Design read_batch_fetch, sky130hd; sources not shown.
==> images/pdn.png <==
The bar under the picture is 100 um long. Pins as bars on the die edge. Tap cells in grey.
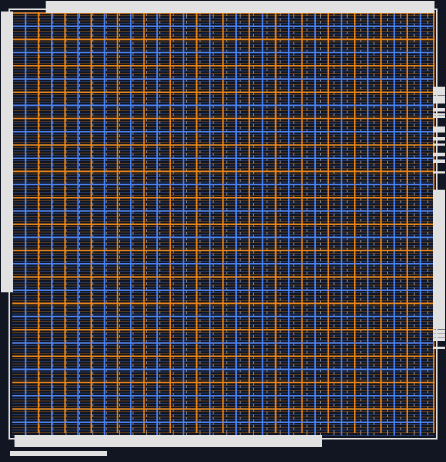
| colour | net |
|---|---|
| blue | VSS |
| orange | VDD |
met5 straps: 32
rows: 160
tap cells: 2511
signal pins: 1127
met1 rails: 161
DIE HEIGHT: 441 um
Die W: 439 um
peak supply drop: 0.0428 mV
core area: 189000 sq um

==> images/cell_classes.png <==
The bar under the picture is 100 um long.
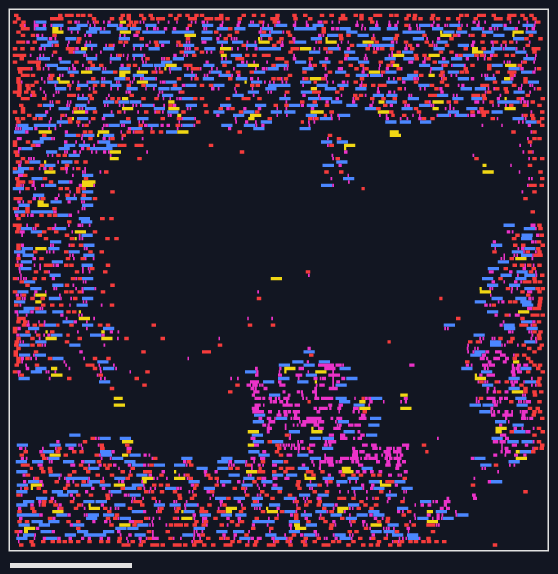
| colour | class | cells |
|---|---|---|
| magenta | all other logic | 2080 |
| red | other buffers and delay cells | 1151 |
| yellow | clock drivers and dummy loads | 152 |
| blue | flip-flops | 595 |
Rows: 160
register share of the cell area: 0.360
Post-Route Utilization: 0.219
final instance area: 41400 sq um

==> images/clock_map.png <==
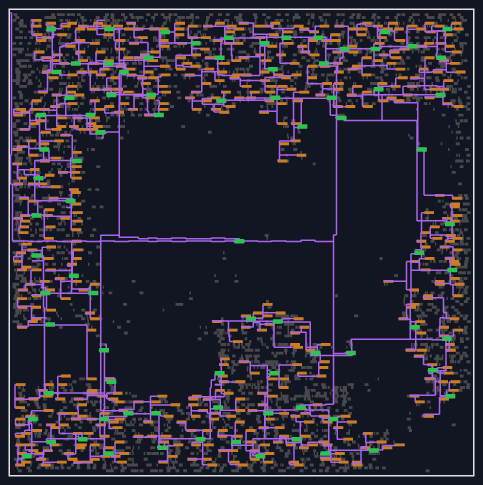
[purple] clock wires | length: 11700 um
[orange] flip-flops | count: 595
[green] cells driving clock nets | count: 83
flops lie: widely spread
Late-Pin Clk Latency: 0.70 ns
Clock power frac: 0.186
P_clk: 0.783 mW

==> images/metal_stack.png <==
The bar under the picture is 100 um long. Only two layers are drawn.
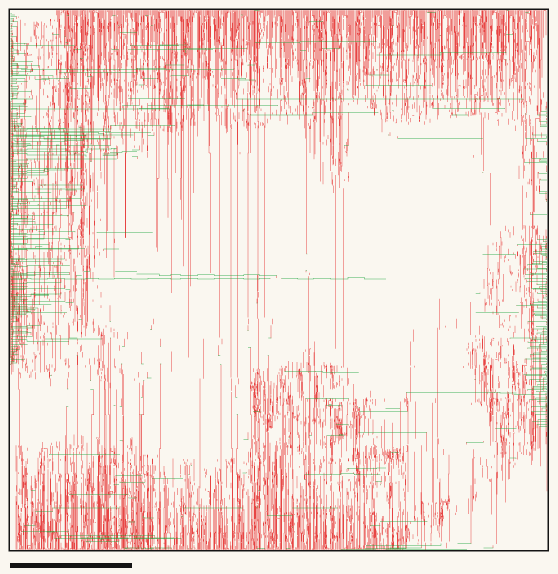
| colour | layer | wire length |
|---|---|---|
| red | met2 | 68.8 mm |
| green | met3 | 8900 um |
GRT Util Overall: 0.139
final wirelength: 139 mm
DR vias: 23.0k

==> impl_metrics.tcl <==
# implementation run metrics
set metrics [dict create \
    status "completed" \
    numCtsBuffers 83 \
    crit_arrival_ns 4.51 \
    max-cap-violations 0 \
    postSynthCellCount 2815 \
    setup_viol 0 \
    cts_hold_buf 0 \
    postCtsSetupBuffers 0 \
    synth.distinct_cells 59 \
    firstDrtPassIters 5 \
    critPathBufInv 1 \
    relSlewSlack 0.239 \
    layout_top_cells "1713 x nand2_1, 1126 x clkdlybuf4s50_1, 595 x dfrtp_1, 84 x clkbuf_16, 36 x o21ai_0" \
    ys_cells 2815 \
    slew_violations 0 \
    yosysMostFrequentCell "nand2_1" \
    path_max_fanout 16 \
    fp_util 0.129 \
    power_switching_mw 2.18 \
    finalCritPeriodShare 0.267 \
    required_ns 33.01 \
    cp_top_family "AND-OR/OR-AND gates" \
    sequentialPowerShare 0.257 \
    common_cells "1714 x nand2_1, 595 x dfrtp_1, 97 x clkbuf_1" \
    critPathKind "reg2out" \
    top_cell_area_share 0.609 \
    grt_pass1_wl_mm 189 \
    grt_most_used_layer "met2" \
    ys_sh_xor 0.0197 \
    cts_sinks 595 \
    dp_hpwl_mm 109 \
    switching_share 0.517 \
    drt_iter0_drc 1239 \
    power-top-group "combinational logic" \
    nFillCells 20917 \
    met3_length_mm 8.90 \
    ys_warn_count 0 \
    crit_cells 8 \
    drc 0 \
    async_flop_share 1.00 \
]
metrics by stage:
step	cell area (sq um)	util	setup slack (ns)	hold WS, ns
after floorplan	24400	-	16.36	0.416
after global placement	38500	0.204	27.71	0.408
after detailed placement	38500	0.204	27.75	0.411
after CTS	41300	0.218	28.36	0.424
after global routing	41300	0.218	28.07	0.438
final	41400	0.219	28.50	0.418
worst reg2reg max path, stage by stage, from the launching register on:
cell and delay (ns):
dfrtp_1 0.53, and2_1 0.26, buf_4 0.19, nand2_4 0.57
buf_4 0.69, buf_4 0.84, buf_4 0.96, nand2_1 0.17
nand2_1 0.10
layout make-up:
class,instances,share of cell area
tap,2511,0.0760
multi-input combinational,2054,0.215
inverter,26,0.00272
timing repair buffer,1151,0.277
clock inverter,26,0.00605
clock buffer,126,0.0612
antenna,25,0.00151
sequential,595,0.360
No activity file was given, so power comes from the tool's default toggle rates.
